### Supply network

Pins as bars on the die edge.
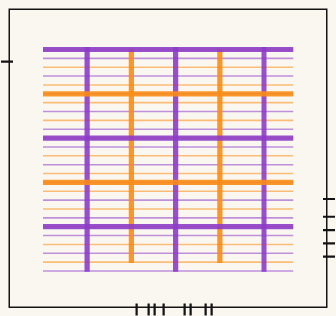
### Cells coloured by class

The bar under the picture is 20 um long.
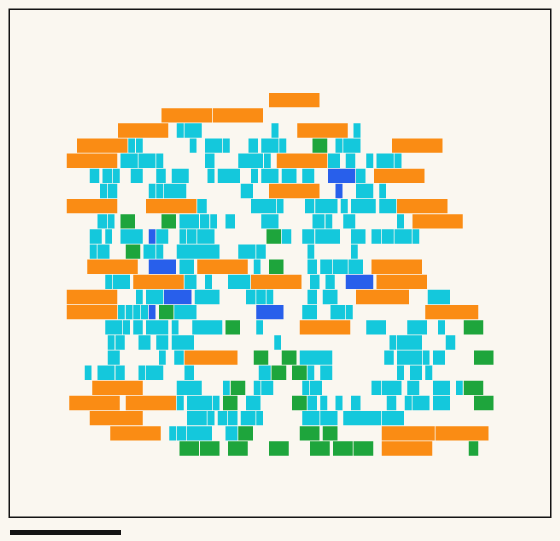
--- src/rtl/turn_pkg.sv ---
// Shared types and defaults for the game-turn sequencer.
// Imported by the turn controller and its prescaler.
package turn_pkg;

  typedef enum logic [1:0] {
    IDLE = 2'd0,
    PLAY = 2'd1,
    AUTO = 2'd2,
    DONE = 2'd3
  } turn_state_t;

  localparam int DEF_CLOCK_FREQ   = 100_000_000;
  localparam int DEF_TURN_SECONDS = 15;

endpackage

--- src/rtl/sec_prescaler.sv ---
// One-second prescaler: counts clk cycles and flags the last
// cycle of each second; clr restarts the second from zero.
module sec_prescaler #(
  parameter int CLOCK_FREQ = 100_000_000
) (
  input  logic clk,
  input  logic rst,
  input  logic en,
  input  logic clr,
  output logic tick
);

  localparam int CW = (CLOCK_FREQ > 1) ? $clog2(CLOCK_FREQ) : 1;
  localparam logic [CW-1:0] LAST = CW'(CLOCK_FREQ - 1);

  logic [CW-1:0] cnt;

  // cycle counter, wraps at the end of each second
  always_ff @(posedge clk or negedge rst) begin
    if (!rst) begin
      cnt <= '0;
    end else if (clr) begin
      cnt <= '0;
    end else if (en) begin
      cnt <= (cnt == LAST) ? '0 : cnt + 1'b1;
    end
  end

  assign tick = (cnt == LAST);

endmodule

--- src/rtl/turn_controller.sv ---
// Turn sequencer: per-turn deadline countdown, player toggle
// and forced-move request toward the board logic.
module turn_controller
  import turn_pkg::*;
#(
  parameter int CLOCK_FREQ   = DEF_CLOCK_FREQ,
  parameter int TURN_SECONDS = DEF_TURN_SECONDS,
  parameter int SW           = $clog2(TURN_SECONDS + 1)
) (
  input  logic          clk,
  input  logic          rst,
  input  logic          start,
  input  logic          move_valid,
  input  logic          game_over,
  input  logic          auto_move_ack,
  output logic          auto_move_req,
  output logic          player,
  output logic [SW-1:0] secs_left,
  output logic [1:0]    state
);

  localparam logic [SW-1:0] FULL = SW'(TURN_SECONDS);
  localparam logic [SW-1:0] ONE  = SW'(1);

  turn_state_t   state_q, state_d;
  logic          player_q, player_d;
  logic [SW-1:0] secs_q, secs_d;
  logic          req_q, req_d;
  logic          pre_en, pre_clr, tick;

  sec_prescaler #(
    .CLOCK_FREQ(CLOCK_FREQ)
  ) u_pre (
    .clk (clk),
    .rst (rst),
    .en  (pre_en),
    .clr (pre_clr),
    .tick(tick)
  );

  // state and turn registers
  always_ff @(posedge clk or negedge rst) begin
    if (!rst) begin
      state_q  <= IDLE;
      player_q <= 1'b0;
      secs_q   <= FULL;
      req_q    <= 1'b0;
    end else begin
      state_q  <= state_d;
      player_q <= player_d;
      secs_q   <= secs_d;
      req_q    <= req_d;
    end
  end

  // next state: game_over > start > move/ack > tick
  always_comb begin
    state_d  = state_q;
    player_d = player_q;
    secs_d   = secs_q;
    req_d    = req_q;
    pre_en   = 1'b0;
    pre_clr  = 1'b0;
    unique case (state_q)
      IDLE: begin
        player_d = 1'b0;
        secs_d   = FULL;
        pre_clr  = 1'b1;
        if (start) state_d = PLAY;
      end
      PLAY: begin
        pre_en = 1'b1;
        if (game_over) begin
          state_d = DONE;
          req_d   = 1'b0;
          pre_en  = 1'b0;
        end else if (start) begin
          player_d = 1'b0;
          secs_d   = FULL;
          pre_clr  = 1'b1;
        end else if (move_valid) begin
          player_d = ~player_q;
          secs_d   = FULL;
          pre_clr  = 1'b1;
        end else if (tick) begin
          if (secs_q > ONE) begin
            secs_d = secs_q - ONE;
          end else begin
            secs_d  = '0;
            state_d = AUTO;
            req_d   = 1'b1;
          end
        end
      end
      AUTO: begin
        req_d = 1'b1;
        if (game_over) begin
          state_d = DONE;
          req_d   = 1'b0;
        end else if (start) begin
          state_d  = PLAY;
          player_d = 1'b0;
          secs_d   = FULL;
          req_d    = 1'b0;
          pre_clr  = 1'b1;
        end else if (auto_move_ack) begin
          state_d  = PLAY;
          player_d = ~player_q;
          secs_d   = FULL;
          req_d    = 1'b0;
          pre_clr  = 1'b1;
        end
      end
      DONE: begin
        req_d   = 1'b0;
        pre_clr = 1'b1;
        if (start) begin
          state_d  = PLAY;
          player_d = 1'b0;
          secs_d   = FULL;
        end
      end
      default: state_d = IDLE;
    endcase
  end

  assign auto_move_req = req_q;
  assign player        = player_q;
  assign secs_left     = secs_q;
  assign state         = state_q;

endmodule

--- config.mk ---
export PLATFORM = sky130hd
export DESIGN_NAME = turn_controller
export DESIGN_NICKNAME = d
export VERILOG_FILES = /design/src/rtl/turn_pkg.sv /design/src/rtl/sec_prescaler.sv /design/src/rtl/turn_controller.sv
export SDC_FILE = /design/constraint.sdc
export NUM_CORES = 1
export LEC_CHECK = 0
export ABC_CLOCK_PERIOD_IN_PS = 2650
export CORE_AREA = 10 10 87 81
export DETAILED_ROUTE_END_ITERATION = 12
export DIE_AREA = 0 0 97 91
export PLACE_DENSITY = 0.58
export SYNTH_ARGS = -nofsm -noshare
export SYNTH_HDL_FRONTEND = slang
export SYNTH_HIERARCHICAL = 1
export SYNTH_SLANG_ARGS = --single-unit
--- constraint.sdc ---
create_clock -name clk -period 2.65 [get_ports clk]
set_clock_uncertainty 0.1 [all_clocks]
set_input_delay 0.3975 -clock clk [delete_from_list [all_inputs] [get_ports clk]]
set_output_delay 0.3975 -clock clk [all_outputs]
set_load 0.05 [all_outputs]
==> flow_summary_export.csv <==
group,metric,value,unit
critical_path,cp.arrival,2.44,ns
logic_synthesis,topCellsByArea,"dfrtp_1 (36%), nor2_1 (5.8%), xnor2_1 (5.3%)",
power,p_per_area,611,nW/um2
critical_path,cp_slowest_cell,"clkdlybuf4s50_1",
routing,vias_per_cell,5.33,
logic_synthesis,syn_area,2150,um2
logic_synthesis,synth-seq-cells,35,
critical_path,critical_path_class,"input port to register",
routing,ant_nets,0,
global_routing,grt_pass1_wl,8420,um
status,outcome,"complete, no violations",
routing,drt-initial-drc-count,62,
power,total_power,1.56,mW
logic_synthesis,simple_gate_area_frac,0.295,
critical_path,critPathLaunchType,"input port",
cts,cts-root-buf,"clkbuf_8",
floorplan,chip_area,8830,um2
floorplan,ioPinCount,14,
cts,htree_num_levels,2,
cts,cts_buffers,5,
cts,cts_hold_buffers,0,
logic_synthesis,ys_chip_area,2150,um2
logic_synthesis,synth-edff-count,0,
critical_path,reg2reg_from,"state[0]",
placed_design,routabilityCongestion,0.816,
final_layout,fillCellCount,508,
Back to the opening pictures, 'Supply network':
legend:
  purple:
    net: VSS
  orange:
    net: VDD
met1 rails: 26
signal pins: 14
rows: 25

Back to the opening pictures, 'Cells coloured by class':
legend:
  cyan:
    class: all other logic
    cells: 195
  orange:
    class: flip-flops
    cells: 35
  blue:
    class: clock drivers and dummy loads
    cells: 8
  green:
    class: other buffers and delay cells
    cells: 30
row cnt: 25
flop share of the area: 0.346
Finished Cell Area: 2550 um2
Core Box Area: 5220 um2

[state kept, by name, indices dropped and copies added (netlist names)]
signal         count
u_pre/cnt         27
secs_left          4
player             1
state              2
auto_move_req      1
[through the flow]
| step | setup WS, ns | std cells |
|---|---|---|
| 5_1_grt | 0.0552 | 335 |
| 2_1_floorplan | 0.00967 | 237 |
| 4_1_cts | 0.171 | 335 |
| 3_5_place_dp | -0.123 | 327 |
| 3_3_place_gp | -0.0393 | 327 |
| 6_report | 0.280 | 335 |
[power breakdown]
group | internal [mW] | switching (mW)
sequential | 0.577 | 0.0381
clock | 0.187 | 0.175
combinational | 0.219 | 0.364
total | 0.983 | 0.577
[Yosys cell counts (3+ instances only)]
cell and number:
nor2_1 33, dfrtp_1 31, nand2_1 23, inv_1 13
xnor2_1 13, a21oi_1 11, nand4_1 11, nand3_1 9
nor3_1 9, o21ai_0 7, ha_1 6, nor4_1 5
or4_1 5, dfstp_2 4, or3_1 4, xor2_1 4
buf_2 3, nand2b_1 3
[routing by layer]
layer	track usage	vias to the layer above	wire, um
li1	-	911	-
met1	0.156	850	2580
met2	0.160	21	1910
met3	0.0273	2	143
met4	0.0332	0	30
met5	0	-	0
[final timing paths]
check / slack, ns / cells past startpoint / end
max: 0.28 / 10 / u_pre/cnt[19]
min: 0.09 / 1 / player
max reg2reg: 0.29 / 9 / u_pre/cnt[18]
min reg2reg: 0.42 / 1 / secs_left[2]
max in group asynchronous: 1.80 / 1 / state[1]
min in group clk: 0.42 / 1 / secs_left[2]
[area by class of cell]
class | count | area [um2] | area share
Clock buffer | 8 | 80.1 | 0.0314
Timing Repair Buffer | 30 | 253 | 0.0990
Inverter | 13 | 48.8 | 0.0191
Multi-Input combinational cell | 182 | 1200 | 0.472
Tap cell | 67 | 83.8 | 0.0328
Sequential cell | 35 | 883 | 0.346
Power and IR drop assume default switching activity.
